File: src/rtl/router_fifo_param_if.sv
// Write/read handshake and status bundle for one router output port FIFO.
// The master side is the router/destination pair; the FIFO itself is the slave.
interface router_fifo_param_if #(
    parameter int DATA_W = 8,
    parameter int DEPTH  = 16
);
    logic                       soft_reset;
    logic                       write_en;
    logic                       lfd_state;
    logic [DATA_W-1:0]          data_in;
    logic                       read_enb;
    logic [DATA_W-1:0]          data_out;
    logic                       out_valid;
    logic                       empty;
    logic                       full;
    logic                       almost_full;
    logic                       almost_empty;
    logic [$clog2(DEPTH):0]     occupancy;
    logic                       pkt_done;
    logic                       wr_err;
    logic                       rd_err;

    modport master (
        output soft_reset, write_en, lfd_state, data_in, read_enb,
        input  data_out, out_valid, empty, full, almost_full, almost_empty,
               occupancy, pkt_done, wr_err, rd_err
    );

    modport slave (
        input  soft_reset, write_en, lfd_state, data_in, read_enb,
        output data_out, out_valid, empty, full, almost_full, almost_empty,
               occupancy, pkt_done, wr_err, rd_err
    );
endinterface

File: src/rtl/router_fifo_param.sv
// Per-port router output FIFO: tagged byte storage, registered read data and flags,
// packet-length tracking on the read side, and overflow/underflow pulses.
module router_fifo_param #(
    parameter int DATA_W    = 8,
    parameter int DEPTH     = 16,
    parameter int AF_MARGIN = 2,
    parameter int AE_MARGIN = 2
) (
    input logic                 clk,
    input logic                 rst,
    router_fifo_param_if.slave  bus
);
    localparam int AW = $clog2(DEPTH);
    localparam int PW = AW + 1;
    localparam int CW = DATA_W - 1;
    localparam logic [PW-1:0] AF_LVL = PW'(DEPTH - AF_MARGIN);
    localparam logic [PW-1:0] AE_LVL = PW'(AE_MARGIN);

    logic [DATA_W:0]    mem_q [DEPTH];

    logic [PW-1:0]      wr_ptr_q, wr_ptr_d;
    logic [PW-1:0]      rd_ptr_q, rd_ptr_d;
    logic [PW-1:0]      occ_q, occ_d;
    logic               empty_q, empty_d;
    logic               full_q, full_d;
    logic               af_q, af_d;
    logic               ae_q, ae_d;
    logic [DATA_W-1:0]  data_out_q, data_out_d;
    logic               out_valid_q, out_valid_d;
    logic               pkt_done_q, pkt_done_d;
    logic               wr_err_q, wr_err_d;
    logic               rd_err_q, rd_err_d;
    logic [CW-1:0]      pkt_cnt_q, pkt_cnt_d;

    logic               wr_acc;
    logic               rd_acc;
    logic               mem_we;
    logic [DATA_W:0]    rd_entry;

    always_comb begin
        wr_acc   = bus.write_en && !full_q;
        rd_acc   = bus.read_enb && !empty_q;
        mem_we   = wr_acc && !bus.soft_reset;
        rd_entry = mem_q[rd_ptr_q[AW-1:0]];

        wr_ptr_d    = wr_ptr_q;
        rd_ptr_d    = rd_ptr_q;
        data_out_d  = data_out_q;
        pkt_cnt_d   = pkt_cnt_q;
        out_valid_d = 1'b0;
        pkt_done_d  = 1'b0;
        wr_err_d    = bus.write_en && full_q;
        rd_err_d    = bus.read_enb && empty_q;

        if (wr_acc) wr_ptr_d = wr_ptr_q + PW'(1);

        if (rd_acc) begin
            rd_ptr_d    = rd_ptr_q + PW'(1);
            data_out_d  = rd_entry[DATA_W-1:0];
            out_valid_d = 1'b1;
            // A header always restarts the count, even if the previous packet was cut short.
            if (rd_entry[DATA_W]) begin
                pkt_cnt_d = CW'(rd_entry[DATA_W-1:2]) + CW'(1);
            end else if (pkt_cnt_q != '0) begin
                pkt_cnt_d  = pkt_cnt_q - CW'(1);
                pkt_done_d = (pkt_cnt_q == CW'(1));
            end
        end

        occ_d   = wr_ptr_d - rd_ptr_d;
        empty_d = (wr_ptr_d == rd_ptr_d);
        full_d  = (wr_ptr_d[AW-1:0] == rd_ptr_d[AW-1:0]) && (wr_ptr_d[AW] != rd_ptr_d[AW]);
        af_d    = (occ_d >= AF_LVL);
        ae_d    = (occ_d <= AE_LVL);

        if (bus.soft_reset) begin
            wr_ptr_d    = '0;
            rd_ptr_d    = '0;
            occ_d       = '0;
            empty_d     = 1'b1;
            full_d      = 1'b0;
            af_d        = 1'b0;
            ae_d        = 1'b1;
            data_out_d  = '0;
            out_valid_d = 1'b0;
            pkt_done_d  = 1'b0;
            wr_err_d    = 1'b0;
            rd_err_d    = 1'b0;
            pkt_cnt_d   = '0;
        end
    end

    always_ff @(posedge clk or negedge rst) begin
        if (!rst) begin
            wr_ptr_q    <= '0;
            rd_ptr_q    <= '0;
            occ_q       <= '0;
            empty_q     <= 1'b1;
            full_q      <= 1'b0;
            af_q        <= 1'b0;
            ae_q        <= 1'b1;
            data_out_q  <= '0;
            out_valid_q <= 1'b0;
            pkt_done_q  <= 1'b0;
            wr_err_q    <= 1'b0;
            rd_err_q    <= 1'b0;
            pkt_cnt_q   <= '0;
        end else begin
            wr_ptr_q    <= wr_ptr_d;
            rd_ptr_q    <= rd_ptr_d;
            occ_q       <= occ_d;
            empty_q     <= empty_d;
            full_q      <= full_d;
            af_q        <= af_d;
            ae_q        <= ae_d;
            data_out_q  <= data_out_d;
            out_valid_q <= out_valid_d;
            pkt_done_q  <= pkt_done_d;
            wr_err_q    <= wr_err_d;
            rd_err_q    <= rd_err_d;
            pkt_cnt_q   <= pkt_cnt_d;
        end
    end

    // Storage is deliberately left unreset; only the pointers define valid contents.
    always_ff @(posedge clk) begin
        if (mem_we) mem_q[wr_ptr_q[AW-1:0]] <= {bus.lfd_state, bus.data_in};
    end

    assign bus.data_out     = data_out_q;
    assign bus.out_valid    = out_valid_q;
    assign bus.empty        = empty_q;
    assign bus.full         = full_q;
    assign bus.almost_full  = af_q;
    assign bus.almost_empty = ae_q;
    assign bus.occupancy    = occ_q;
    assign bus.pkt_done     = pkt_done_q;
    assign bus.wr_err       = wr_err_q;
    assign bus.rd_err       = rd_err_q;
endmodule
File: src/flat_wrapper.sv
// flat-port wrapper written by rule: the top's interface ports become plain ports
module router_fifo_param_flat 
#(
    parameter int DATA_W    = 8,
    parameter int DEPTH     = 16,
    parameter int AF_MARGIN = 2,
    parameter int AE_MARGIN = 2
)
  (clk, rst, bus_soft_reset, bus_write_en, bus_lfd_state, bus_data_in, bus_read_enb, bus_data_out, bus_out_valid, bus_empty, bus_full, bus_almost_full, bus_almost_empty, bus_occupancy, bus_pkt_done, bus_wr_err, bus_rd_err);
  router_fifo_param_if #(.DATA_W(DATA_W), .DEPTH(DEPTH)) bus_i ();
  input logic clk;
  input logic rst;
  input wire logic [$bits(bus_i.soft_reset)-1:0] bus_soft_reset;
  input wire logic [$bits(bus_i.write_en)-1:0] bus_write_en;
  input wire logic [$bits(bus_i.lfd_state)-1:0] bus_lfd_state;
  input wire logic [$bits(bus_i.data_in)-1:0] bus_data_in;
  input wire logic [$bits(bus_i.read_enb)-1:0] bus_read_enb;
  output wire logic [$bits(bus_i.data_out)-1:0] bus_data_out;
  output wire logic [$bits(bus_i.out_valid)-1:0] bus_out_valid;
  output wire logic [$bits(bus_i.empty)-1:0] bus_empty;
  output wire logic [$bits(bus_i.full)-1:0] bus_full;
  output wire logic [$bits(bus_i.almost_full)-1:0] bus_almost_full;
  output wire logic [$bits(bus_i.almost_empty)-1:0] bus_almost_empty;
  output wire logic [$bits(bus_i.occupancy)-1:0] bus_occupancy;
  output wire logic [$bits(bus_i.pkt_done)-1:0] bus_pkt_done;
  output wire logic [$bits(bus_i.wr_err)-1:0] bus_wr_err;
  output wire logic [$bits(bus_i.rd_err)-1:0] bus_rd_err;
  assign bus_i.soft_reset = bus_soft_reset;
  assign bus_i.write_en = bus_write_en;
  assign bus_i.lfd_state = bus_lfd_state;
  assign bus_i.data_in = bus_data_in;
  assign bus_i.read_enb = bus_read_enb;
  assign bus_data_out = bus_i.data_out;
  assign bus_out_valid = bus_i.out_valid;
  assign bus_empty = bus_i.empty;
  assign bus_full = bus_i.full;
  assign bus_almost_full = bus_i.almost_full;
  assign bus_almost_empty = bus_i.almost_empty;
  assign bus_occupancy = bus_i.occupancy;
  assign bus_pkt_done = bus_i.pkt_done;
  assign bus_wr_err = bus_i.wr_err;
  assign bus_rd_err = bus_i.rd_err;
  router_fifo_param #(.DATA_W(DATA_W), .DEPTH(DEPTH), .AF_MARGIN(AF_MARGIN), .AE_MARGIN(AE_MARGIN)) u_core (.clk(clk), .rst(rst), .bus(bus_i));
endmodule
File: config.mk
export PLATFORM = sky130hd
export DESIGN_NAME = router_fifo_param_flat
export DESIGN_NICKNAME = d
export VERILOG_FILES = /design/src/rtl/router_fifo_param_if.sv /design/src/rtl/router_fifo_param.sv /design/src/flat_wrapper.sv
export SDC_FILE = /design/constraint.sdc
export NUM_CORES = 1
export LEC_CHECK = 0
export ABC_AREA = 1
export ABC_CLOCK_PERIOD_IN_PS = 3450
export CAP_MARGIN = 30
export CORE_MARGIN = 8
export CORE_UTILIZATION = 65
export CTS_CLUSTER_DIAMETER = 50
export DETAILED_ROUTE_END_ITERATION = 8
export GPL_TIMING_DRIVEN = 0
export PLACE_DENSITY_LB_ADDON = 0.12
export SKIP_LAST_GASP = 1
export SYNTH_ARGS = -nofsm -noshare
export SYNTH_HDL_FRONTEND = slang
export SYNTH_SLANG_ARGS = --single-unit
File: constraint.sdc
create_clock -name clk -period 3.45 [get_ports clk]
set_input_delay 0.345 -clock clk [delete_from_list [all_inputs] [get_ports clk]]
set_output_delay 0.345 -clock clk [all_outputs]
set_load 0.03 [all_outputs]
run_1/clock_map.png
Drawn at 2 px/um.
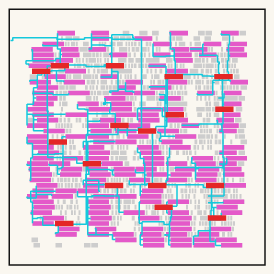
Key: red = cells driving clock nets [count 17]; cyan = clock wires [length 1830 um]; magenta = flip-flops [count 182]
Position of the flops: all over the die. There are 18 routed clock nets.
power consumed by the clock network: 1.96 mW
fraction of power consumed by the clock network: 35.7%
clock latency on the worst-skew pair: 440 ps
clock skew after layout: 8.833 ps

run_1/metal_stack.png
Drawn at 4 px/um.
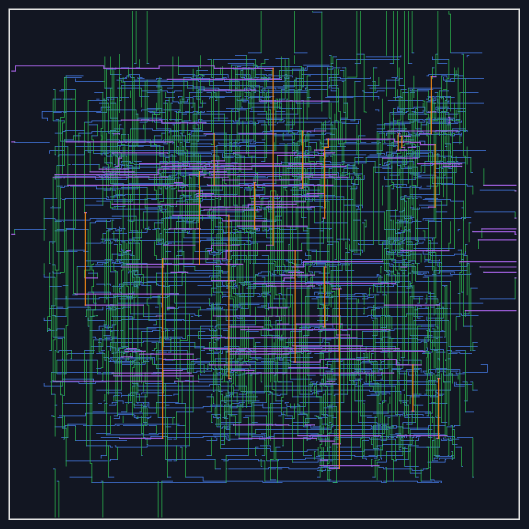
Key: green = met2 [wire length 9490 um]; blue = met1 [wire length 7390 um]; orange = met4 [wire length 387 um]; purple = met3 [wire length 1780 um]
global-route usage over all layers: 24.47%
detailed-route wire length: 19050 um
total via count in the routed design: 5754
WL per Instance: 18.98 um

run_1/final_clocks.png
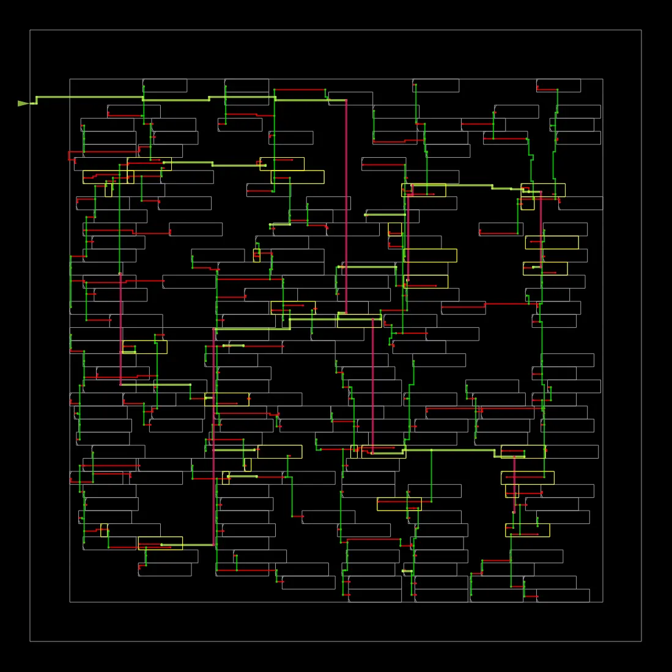
clock buffer instance count of the final layout: 20
TritonCTS sink count: 182
Seq Cell Count: 182

==> summary.rpt, run 1 <==
RUN METRICS
----------------------------------------------------
[GRT]
  Global-route wire length before repair ........................ 29570 um
  Total congestion overflow ........................ 0
  Met2 track demand over resource in global routing ........................ 40.74%
  GR Layer Usage met3 ........................ 5.824%
  Vias in the first global route ........................ 5644
  Most Used Layer, Global Route ........................ met2

[Finish]
  Nets ........................ 852
  Largest class ........................ registers
  Post-route core utilization ........................ 76.61%
  Commonest non-fill, non-tap cells in the layout ........................ 197 x sky130_fd_sc_hd__nand2_1, 144 x sky130_fd_sc_hd__edfxtp_1, 87 x sky130_fd_sc_hd__nor2_1, 72 x sky130_fd_sc_hd__inv_1, 58 x sky130_fd_sc_hd__nand3_1
  NonClk Buf Share ........................ 5.836%
  Register fraction of the total cell area ........................ 57.12%
  Final clock-cell share ........................ 6.432%
  Non-clock buffers ........................ 67
  Share of layout cells above drive strength 1 ........................ 9.211%
  Area used by multi-input combinational logic ........................ 2303 sq um
  Multi-In Gates ........................ 472

[Place]
  Pre-CTS setup slack ........................ 707.9 ps
  Final GP Congestion ........................ 0.9237
  Instance area after placement ........................ 8605 sq um

[Power and ir drop]
  Power attributed to combinational cells ........................ 1.03 mW
  Part of the total power dissipated in sequential elements ........................ 45.5%
  Power after layout ........................ 5.493 mW
  Net switching component of the power ........................ 1.499 mW
  Switching Fraction ........................ 27.29%

[STA]
  Worst Slack Setup Final ........................ 605.8 ps
  Setup repair after global routing missed its margin ........................ false
  Minimum clock period ........................ 2844 ps
  Relative slew margins ........................ 32.44%
  Smallest hold slack ........................ 16.49 ps
  Number of setup violations in the final report ........................ 0
  Cycle use final ........................ 82.44%

[Critical path]
  Most prevalent standard cell on the critical path ........................ sky130_fd_sc_hd__nand2_1
  Launching element type of the critical path ........................ flip-flop
  Setup CP Type ........................ reg -> reg
  Logic depth of the worst register-to-register path ........................ 13
  Worst path depth ........................ 13
  Chain of cells forming the critical path ........................ buf_2 -> buf_2 -> buf_4 -> nand2_1 -> nor3_1 -> xor2_1 -> ha_1 -> a21oi_1 -> o21a_1 -> inv_1 -> nand2_1 -> nand3_1 -> nand2_1
  Endpoint of the worst-slack reg-to-reg timing path ........................ u_core.bus.almost_full$_DFF_PN0_
  Arrival @ worst endpoint ........................ 3220 ps
  Data required, critical path ........................ 3820 ps
  Sort of element at the end of the critical path ........................ flip-flop
  CP max FO ........................ 10
  Cell with the largest stage delay on the worst path ........................ sky130_fd_sc_hd__dfrtp_1
  Worst Path Buf+Inv ........................ 4

[Logic synthesis]
  Mapped Nets ........................ 793
  #FFs+latches synth ........................ 182
  Commonest register cell after synthesis ........................ sky130_fd_sc_hd__edfxtp_1
  Most instantiated library cell after synthesis ........................ sky130_fd_sc_hd__nand2_1
  Gate Count Post-Synth ........................ 765
  Number of library cell types mapped by synthesis ........................ 37
  Top cell types by occurrence after synthesis ........................ 197 x sky130_fd_sc_hd__nand2_1, 144 x sky130_fd_sc_hd__edfxtp_1, 87 x sky130_fd_sc_hd__nor2_1
  Main logic family after synthesis ........................ simple AND/OR/NAND/NOR gates
  Mapped Area ........................ 8031 sq um
  Chip area from the yosys synthesis statistics ........................ 8031 sq um

[Clock tree]
  Post-CTS setup repair buffer count ........................ 0
  Cells resized by post-CTS repair ........................ 0
  Root buffer cell ........................ sky130_fd_sc_hd__clkbuf_16
  Num CTS Buffers ........................ 17
  Clock Path Buffers ........................ 2

[Outcome]
  Status ........................ finished clean

[Drt]
  Residual antenna-violating net count after detailed routing ........................ 0
  DR top layer ........................ met4
  Length of routed met2 wiring ........................ 9491 um
  Number of violations reported at the end of detailed-routing iteration 0 ........................ 730
  Final routed DRC violation total ........................ 0

[Floorplanning]
  Core area ........................ 12060 sq um

[Hold path]
  Worst hold-check path type ........................ in -> async

[Job]
  Maxcap violations ........................ 0

----------------------------------------------------
run_1/pdn.png
Drawn at 3 px/um. Pins as bars on the die edge.
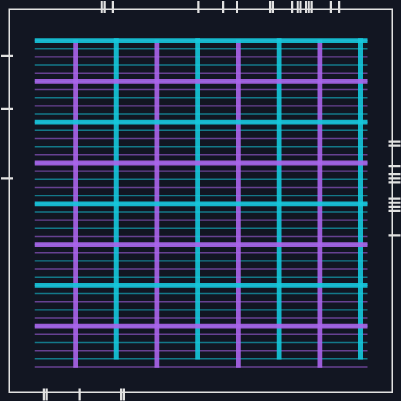

==> run 2: changes to the inputs <==
- ABC_CLOCK_PERIOD_IN_PS: 3450 -> 2640
- CORE_UTILIZATION: 65 -> 60
- clock period: 3.45 -> 2.64 ns (I/O delays scaled with it)
run_2/pdn.png
Drawn at 3 px/um. Pins as bars on the die edge.
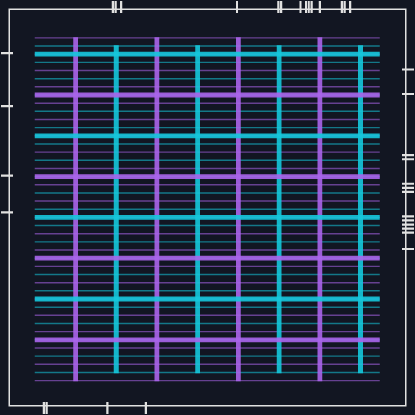
Key: cyan = VDD; purple = VSS
The core has 42 rows. 8 straps on met4. 43 met1 rails follow the rows. 35 signal pins sit on the boundary.
highest ir drop seen on vdd: 0.0005971 V
Die X: 131.7 um
core area: 13140 sq um
vertical die dimension: 131.7 um

==> run 2 against run 1 <==
Clock power grew 24%. Largest cell class unchanged. Register-to-register slack lost 450 ps. Clock skew grew 2.5 ps. Clock-buffer cell count shrank 3. Via count shrank 2.1%.
==> summary.rpt, run 2 <==
RUN METRICS
----------------------------------------------------
[Power and ir drop]
  Power attributed to combinational cells ........................ 1.35 mW
  Net switching component of the power ........................ 2.066 mW
  Fraction of power consumed by the clock network ........................ 34.6%
  Switching Fraction ........................ 29.32%
  Power after layout ........................ 7.044 mW
  Part of the total power dissipated in sequential elements ........................ 46.3%
  Internal power of the cells ........................ 4.979 mW

[Finish]
  Area used by multi-input combinational logic ........................ 2308 sq um
  Commonest non-fill, non-tap cells in the layout ........................ 197 x sky130_fd_sc_hd__nand2_1, 144 x sky130_fd_sc_hd__edfxtp_1, 87 x sky130_fd_sc_hd__nor2_1, 72 x sky130_fd_sc_hd__inv_1, 58 x sky130_fd_sc_hd__nand3_1
  Non-clock inverters ........................ 84
  Number of cells in the finished layout apart from fillers ........................ 1015
  Seq Cell Count ........................ 182
  Number of flip-flops in the largest register ........................ 144
  Largest class ........................ registers
  Non-clock buffers ........................ 69
  Share of layout cells above drive strength 1 ........................ 10.25%
  Multi-In Gates ........................ 472
  Nets ........................ 854
  Register fraction of the total cell area ........................ 56.87%
  NonClk Buf Share ........................ 6.362%
  Final clock-cell share ........................ 6.106%
  Post-route core utilization ........................ 70.66%

[Logic synthesis]
  Chip area from the yosys synthesis statistics ........................ 8031 sq um
  Mapped Nets ........................ 793
  Most instantiated library cell after synthesis ........................ sky130_fd_sc_hd__nand2_1
  Main logic family after synthesis ........................ simple AND/OR/NAND/NOR gates
  Top cell types by occurrence after synthesis ........................ 197 x sky130_fd_sc_hd__nand2_1, 144 x sky130_fd_sc_hd__edfxtp_1, 87 x sky130_fd_sc_hd__nor2_1
  #FFs+latches synth ........................ 182
  Number of library cell types mapped by synthesis ........................ 37
  Gate Count Post-Synth ........................ 765
  Synth async-reset ratio ........................ 20.88%
  Mapped Area ........................ 8031 sq um
  Commonest register cell after synthesis ........................ sky130_fd_sc_hd__edfxtp_1

[Drt]
  Final routed DRC violation total ........................ 0
  Total via count in the routed design ........................ 5632
  Residual antenna-violating net count after detailed routing ........................ 0
  DR top layer ........................ met4
  WL per Instance ........................ 18.24 um
  Detailed-route wire length ........................ 18510 um
  Number of violations reported at the end of detailed-routing iteration 0 ........................ 653
  Length of routed met2 wiring ........................ 8910 um

[STA]
  Worst Slack Setup Final ........................ 156.2 ps
  Relative slew margins ........................ 31.94%
  Number of setup violations in the final report ........................ 0
  Minimum clock period ........................ 2484 ps
  Number of pins exceeding their max-slew limit in the final report ........................ 0
  Smallest hold slack ........................ 417.0 ps
  Cycle use final ........................ 94.08%

[Critical path]
  Most prevalent standard cell on the critical path ........................ sky130_fd_sc_hd__nand2_1
  Worst Path Buf+Inv ........................ 4
  Delay of the slowest cell on the worst path ........................ 470 ps
  Sort of element at the end of the critical path ........................ flip-flop
  CP max FO ........................ 19
  Endpoint of the worst-slack reg-to-reg timing path ........................ u_core.bus.almost_empty$_DFF_PN1_
  Arrival @ worst endpoint ........................ 2850 ps
  Cell with the largest stage delay on the worst path ........................ sky130_fd_sc_hd__dfrtp_2
  Logic depth of the worst register-to-register path ........................ 13
  Launching element type of the critical path ........................ flip-flop
  Data required, critical path ........................ 3000 ps
  Chain of cells forming the critical path ........................ buf_8 -> buf_4 -> nand2_1 -> nand2_1 -> inv_1 -> ha_1 -> fa_1 -> o21a_1 -> inv_1 -> nand2_1 -> nand2_1 -> nand2_1 -> o21ai_1
  Setup CP Type ........................ reg -> reg
  Worst path depth ........................ 13

[Clock tree]
  TritonCTS sink count ........................ 182
  Post-CTS setup repair buffer count ........................ 0
  Clock latency on the worst-skew pair ........................ 440 ps
  Cells resized by post-CTS repair ........................ 3
  Root buffer cell ........................ sky130_fd_sc_hd__clkbuf_16
  Clock Path Buffers ........................ 2

[Place]
  Pre-CTS setup slack ........................ -171.2 ps
  Final GP Congestion ........................ 0.9174
  Placed wire-length estimate ........................ 12430 um
  Placed Instances ........................ 981
  Instance area after placement ........................ 8663 sq um

[Outcome]
  Status ........................ finished clean

[GRT]
  Number of antenna violations at the first check in global routing ........................ 0
  GR Layer Usage met3 ........................ 6.212%
  Met2 track demand over resource in global routing ........................ 35.34%
  Total congestion overflow ........................ 0
  Most Used Layer, Global Route ........................ met2
  Vias in the first global route ........................ 5581
  Global-route usage over all layers ........................ 22.08%
  Global-route wire length before repair ........................ 29460 um
  GR met1 Demand/Resource ........................ 27.75%

[Hold path]
  Worst hold-check path type ........................ in -> reg

[Floorplanning]
  Number of placed I/O pins ........................ 35

[Job]
  Maxcap violations ........................ 0

----------------------------------------------------
run_2/final_clocks.png
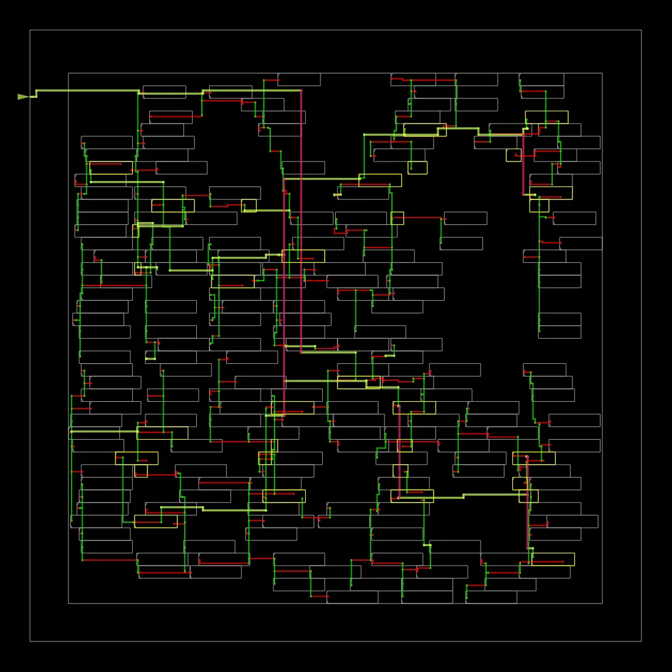
power consumed by the clock network: 2.44 mW
clock skew after layout: 11.33 ps
clock buffer instance count of the final layout: 17
Num CTS Buffers: 17

run_2/clock_map.png
Drawn at 2 px/um.
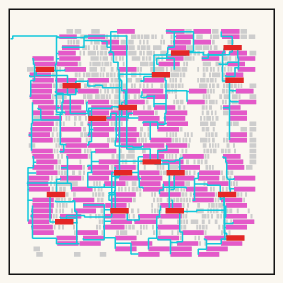

==> run 3: changes to the inputs <==
- ABC_CLOCK_PERIOD_IN_PS: 2640 -> 2330
- CTS_CLUSTER_SIZE: unset -> 30
- clock period: 2.64 -> 2.33 ns (I/O delays scaled with it)
run_3/clock_map.png
Drawn at 2 px/um.
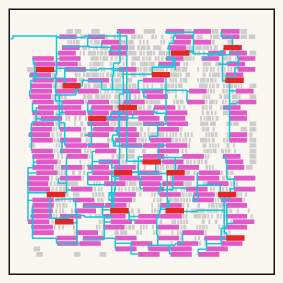
Key: magenta = flip-flops [count 182]; cyan = clock wires [length 1920 um]; red = cells driving clock nets [count 17]
There are 18 routed clock nets.
clock skew after layout: 11.21 ps
fraction of power consumed by the clock network: 34.4%
power consumed by the clock network: 2.77 mW

==> run 3 against run 2 <==
Power increased by 14%. Synthesized cell count is the same. Combinational power up 18%. Largest cell class unchanged. Highest routed layer unchanged.
==> summary.rpt, run 3 <==
RUN METRICS
----------------------------------------------------
[Place]
  Placed Instances ........................ 981
  Final GP Congestion ........................ 0.9174

[GRT]
  Number of antenna violations at the first check in global routing ........................ 0
  Global-route usage over all layers ........................ 22.16%

[Logic synthesis]
  Synth async-reset ratio ........................ 20.88%
  Top cell types by occurrence after synthesis ........................ 197 x sky130_fd_sc_hd__nand2_1, 144 x sky130_fd_sc_hd__edfxtp_1, 87 x sky130_fd_sc_hd__nor2_1
  Chip area from the yosys synthesis statistics ........................ 8031 sq um
  Most instantiated library cell after synthesis ........................ sky130_fd_sc_hd__nand2_1
  Number of library cell types mapped by synthesis ........................ 37

[Finish]
  Post-route core utilization ........................ 71.68%
  Largest class ........................ registers
  Multi-In Gates ........................ 472
  NonClk Buf Share ........................ 7.268%

[Critical path]
  Arrival @ worst endpoint ........................ 2630 ps
  Data required, critical path ........................ 2700 ps
  Setup CP Type ........................ reg -> reg
  Worst Path Buf+Inv ........................ 3
  Delay of the slowest cell on the worst path ........................ 500 ps
  Most prevalent standard cell on the critical path ........................ sky130_fd_sc_hd__nand2_1
  Sort of element at the end of the critical path ........................ flip-flop
  Launching element type of the critical path ........................ flip-flop

[STA]
  Setup repair after global routing missed its margin ........................ true
  Number of pins exceeding their max-slew limit in the final report ........................ 0

[Outcome]
  Status ........................ finished clean

[Hold path]
  Worst hold-check path type ........................ in -> reg

[Drt]
  Residual antenna-violating net count after detailed routing ........................ 0
  Number of violations reported at the end of detailed-routing iteration 0 ........................ 713
  Final routed DRC violation total ........................ 0
  Total via count in the routed design ........................ 5701

[Power and ir drop]
  Power after layout ........................ 8.059 mW
  Part of the total power dissipated in sequential elements ........................ 45.9%

[Clock tree]
  TritonCTS sink count ........................ 182
  Cells resized by post-CTS repair ........................ 13

[Job]
  Maxcap violations ........................ 0

[Floorplanning]
  Number of placed I/O pins ........................ 35

----------------------------------------------------
run_3/gate_families.png
Drawn at 2 px/um.
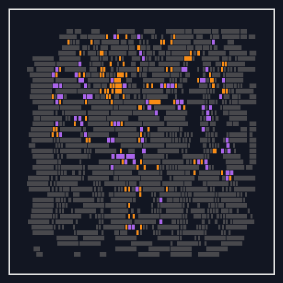
Key: purple = inverting AOI/OAI gates [cells 72]; orange = NOR gates [cells 100]
number of cells in the finished layout apart from fillers: 1020
fraction of area in multi-input gates: 24.87%

Power figures rest on the tool's default switching activity, not on a simulated workload.
